--- config.mk ---
export PLATFORM = sky130hd
export DESIGN_NAME = hazard_scoreboard
export DESIGN_NICKNAME = d
export VERILOG_FILES = /design/src/rtl/hazard_scoreboard.sv
export SDC_FILE = /design/constraint.sdc
export NUM_CORES = 1
export LEC_CHECK = 0
export ABC_AREA = 1
export CAP_MARGIN = 20
export CORE_ASPECT_RATIO = 1.75
export CORE_UTILIZATION = 45
export CTS_CLUSTER_SIZE = 20
export DETAILED_ROUTE_END_ITERATION = 10
export PLACE_DENSITY = 0.77
export SYNTH_ARGS = -nofsm -noshare
export SYNTH_HDL_FRONTEND = slang
export SYNTH_SLANG_ARGS = --single-unit
--- constraint.sdc ---
create_clock -name clk -period 1.55 [get_ports clk]
set_input_delay 0.155 -clock clk [delete_from_list [all_inputs] [get_ports clk]]
set_output_delay 0.155 -clock clk [all_outputs]
set_load 0.01 [all_outputs]
--- src/rtl/hazard_scoreboard.sv ---
// Hazard scoreboard for the 5-stage pipeline: load-use stall detection and
// registered EX operand-forwarding selects, tracking producers in EX/MEM/WB.
module hazard_scoreboard #(
  parameter int REG_BITS = 3,
  parameter int CNT_BITS = 16
) (
  input  logic                clk,
  input  logic                rst,
  input  logic                freeze,
  input  logic                flush,
  input  logic                id_valid,
  input  logic [REG_BITS-1:0] id_rs_sel,
  input  logic                id_rs_used,
  input  logic [REG_BITS-1:0] id_rt_sel,
  input  logic                id_rt_used,
  input  logic [REG_BITS-1:0] id_wr_sel,
  input  logic                id_wr_en,
  input  logic                id_is_load,
  output logic                stall_id,
  output logic [1:0]          ex_fwd_rs,
  output logic [1:0]          ex_fwd_rt,
  output logic [CNT_BITS-1:0] stall_cnt
);

  localparam logic [1:0] SEL_RF  = 2'b00;
  localparam logic [1:0] SEL_EXM = 2'b01;
  localparam logic [1:0] SEL_MWB = 2'b10;

  logic                ex_valid, ex_we, ex_ld;
  logic [REG_BITS-1:0] ex_sel;
  logic                mem_valid, mem_we, mem_ld;
  logic [REG_BITS-1:0] mem_sel;
  logic                wb_valid, wb_we, wb_ld;
  logic [REG_BITS-1:0] wb_sel;

  logic ex_live, mem_live, wb_live;
  logic rs_ex_hit, rs_mem_hit, rs_wb_hit;
  logic rt_ex_hit, rt_mem_hit, rt_wb_hit;
  logic accept;
  logic [1:0] rs_next, rt_next;

  assign ex_live  = ex_valid & ex_we;
  assign mem_live = mem_valid & mem_we;
  assign wb_live  = wb_valid & wb_we;

  assign rs_ex_hit  = id_rs_used & ex_live  & (id_rs_sel == ex_sel);
  assign rs_mem_hit = id_rs_used & mem_live & (id_rs_sel == mem_sel);
  assign rs_wb_hit  = id_rs_used & wb_live  & (id_rs_sel == wb_sel);
  assign rt_ex_hit  = id_rt_used & ex_live  & (id_rt_sel == ex_sel);
  assign rt_mem_hit = id_rt_used & mem_live & (id_rt_sel == mem_sel);
  assign rt_wb_hit  = id_rt_used & wb_live  & (id_rt_sel == wb_sel);

  // flush masks the stall so the two are never asserted together
  assign stall_id = id_valid & ~flush & (rs_ex_hit | rt_ex_hit) & ex_ld;
  assign accept   = id_valid & ~flush & ~stall_id;

  // Youngest producer wins; a WB producer is served by the register-file bypass.
  always_comb begin
    rs_next = SEL_RF;
    if (rs_ex_hit && !ex_ld)  rs_next = SEL_EXM;
    else if (rs_mem_hit)      rs_next = SEL_MWB;
    else if (rs_wb_hit)       rs_next = SEL_RF;
  end

  always_comb begin
    rt_next = SEL_RF;
    if (rt_ex_hit && !ex_ld)  rt_next = SEL_EXM;
    else if (rt_mem_hit)      rt_next = SEL_MWB;
    else if (rt_wb_hit)       rt_next = SEL_RF;
  end

  always_ff @(posedge clk) begin
    if (!rst) begin
      ex_valid  <= 1'b0;
      ex_we     <= 1'b0;
      ex_ld     <= 1'b0;
      ex_sel    <= '0;
      mem_valid <= 1'b0;
      mem_we    <= 1'b0;
      mem_ld    <= 1'b0;
      mem_sel   <= '0;
      wb_valid  <= 1'b0;
      wb_we     <= 1'b0;
      wb_ld     <= 1'b0;
      wb_sel    <= '0;
      ex_fwd_rs <= SEL_RF;
      ex_fwd_rt <= SEL_RF;
      stall_cnt <= '0;
    end else if (!freeze) begin
      wb_valid  <= mem_valid;
      wb_we     <= mem_we;
      wb_ld     <= mem_ld;
      wb_sel    <= mem_sel;
      mem_valid <= ex_valid;
      mem_we    <= ex_we;
      mem_ld    <= ex_ld;
      mem_sel   <= ex_sel;
      if (accept) begin
        ex_valid  <= 1'b1;
        ex_we     <= id_wr_en;
        ex_ld     <= id_is_load;
        ex_sel    <= id_wr_sel;
        ex_fwd_rs <= rs_next;
        ex_fwd_rt <= rt_next;
      end else begin
        ex_valid  <= 1'b0;
        ex_we     <= 1'b0;
        ex_ld     <= 1'b0;
        ex_sel    <= '0;
        ex_fwd_rs <= SEL_RF;
        ex_fwd_rt <= SEL_RF;
      end
      if (stall_id && (stall_cnt != {CNT_BITS{1'b1}}))
        stall_cnt <= stall_cnt + 1'b1;
    end
  end

endmodule

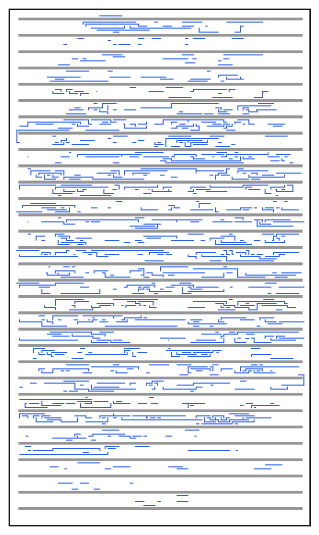
m1.png
(6 px per um) Supply wires on this layer in grey.
wire length on this layer: 1870 um
nets with wire on the layer: 355
main direction: horizontal
longest straight run: 14.7 um
routed vias: 1968
Total Wirelength: 4920 um

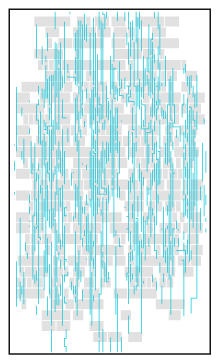
m2.png
(4 px per um)
nets with wire on the layer: 310
main direction: vertical
wire length on this layer: 2810 um
longest straight run: 42.5 um
global-route track usage on met2: 49.4%

==> impl_metrics.yaml <==
# flow metrics
power_and_ir_drop:
  power_density_nw_per_um2: 609
  top_power_group: "registers"
  power_switching_uw: 386
  comb_power_share_pct: 9.9
  clock_power_uw: 644
  static-leakage-power_nw: 1.20
  cellInternalPower_mw: 1.24
  ir_worst_vdd_mv: 0.558
timing:
  timing.final.crit_share_pct: 96.9
  final_hold_viol_count: 0
  setup_repair_after_global_routing_missed_its_margin: "yes"
  tightestPinTransition_ps: 401
  max_slew_margin_pct: 73.2
  period_needed_ps: 1500
  maxClockFrequency_mhz: 666
  setup-violations-final: 0
worst_setup_path:
  r2r_setup_slack_ps: 50
  critPathArrivalTime_ps: 1710
  worstReg2RegEnd: "stall_cnt[0]"
  crit_path_max_incr_delay_ps: 360
  worst-path-buf-inv: 3
  crit_slowest_cell: "sky130_fd_sc_hd__dfxtp_2"
  critical_register_to_register_path_startpoint: "ex_sel[2]"
  critical_path.endpoint: "stall_cnt[0]"
synth:
  post_synth_most_frequent_cells: "sky130_fd_sc_hd__nand2_1 (84), sky130_fd_sc_hd__nor2_1 (45), sky130_fd_sc_hd__inv_1 (35)"
  top_area_share_pct: 34.3
  topCellsByArea: "sky130_fd_sc_hd__dfxtp_1 (34%), sky130_fd_sc_hd__nand2_1 (17%), sky130_fd_sc_hd__nor2_1 (9.3%), sky130_fd_sc_hd__inv_1 (7.3%), sky130_fd_sc_hd__xor2_1 (4.8%)"
  synth_area_leader_cell: "sky130_fd_sc_hd__dfxtp_1"
  sequential_element_share_of_the_synthesized_area_pct: 34.3
  asyncSetResetFlopFracSynth_pct: 0
  ff_type: "sky130_fd_sc_hd__dfxtp_1"
  synthSimpleGateAreaFrac_pct: 40.7
  synth.yosys.chip_area_um2: 1810
  synth_cells: 282
  edf_count: 0
  syn_avg_cell_area_um2: 6.41
  yosys_register_bits: 31
  muxShareOfSynthArea_pct: 0
  synth_cell_type_count: 27
  synth_xor_xnor_area_share_pct: 5.82
floorplan:
  fp.dieArea_um2: 4280
  rows: 30
  core_util_floorplan_pct: 46.7
  io_pins: 39
  die-width_um: 49.9
  chipHeight_um: 85.8
finish:
  seq_share_pct: 23.5
  clkCellAreaFrac_pct: 3.29
  registers.top_by_ff_count: "stall_cnt"
  numnets_final: 375
  layout.cell_area.non_filler_um2: 2670
  sequential_cell_area_um2: 627
  seq_cell_count: 31
  number_of_flip_flops_under_the_largest_register_name: 16
  inverters_excl_clock: 40
  logic_area_um2: 1070
  final_layout_top_logic_cells: "sky130_fd_sc_hd__nand2_1 (74), sky130_fd_sc_hd__nor2_1 (38), sky130_fd_sc_hd__inv_1 (35)"
  most_frequent_logic_cell_in_the_layout: "sky130_fd_sc_hd__nand2_1"
  final_core_utilization_pct: 68.9
  layout.area.top_class: "multi-input combinational cells"
  antenna_cells: 0
  final-nonclk-buf-share_pct: 25.2
routing:
  top_signal_layer_used: "met4"
  met2_wirelength_um: 2810
  detailroute.wirelength.met3_um: 139
  first_iter_violations: 44
  post_detailed_route_count_of_antenna_violating_nets: 0
clock_network:
  cts-root-to-sink-buffers: 2
  cts_inserted_buffers: 5
  cts_tree: "done"
  cts_num_sinks: 31
global_routing:
  number_of_global_route_vias_before_repair: 1905
  globalRouteTotalUtil_pct: 24.1
  top_usage_layer: "met2"
  grtUsageMet1_pct: 22.4
  grt_max_degree: 13
worst_hold_path:
  hold-path-endpoint: "ex_fwd_rt[1]"
  min_path_cells: 6
place:
  post_dp_cell_area_um2: 2460
  place.detailed.instances: 395
  finalWeightedCongestion: 0.781
status:
  run_status: "complete, no violations"
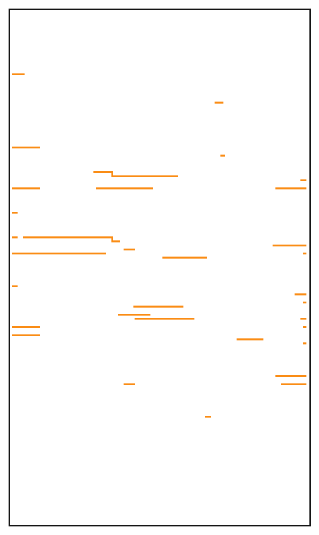
m3.png
(6 px per um)
wire length on this layer: 139 um
longest straight run: 15.4 um
share of all routed wire: 2.8%
nets with wire on the layer: 27
global routing usage on met3: 3.90%

Power is estimated from default activity; no workload was simulated.
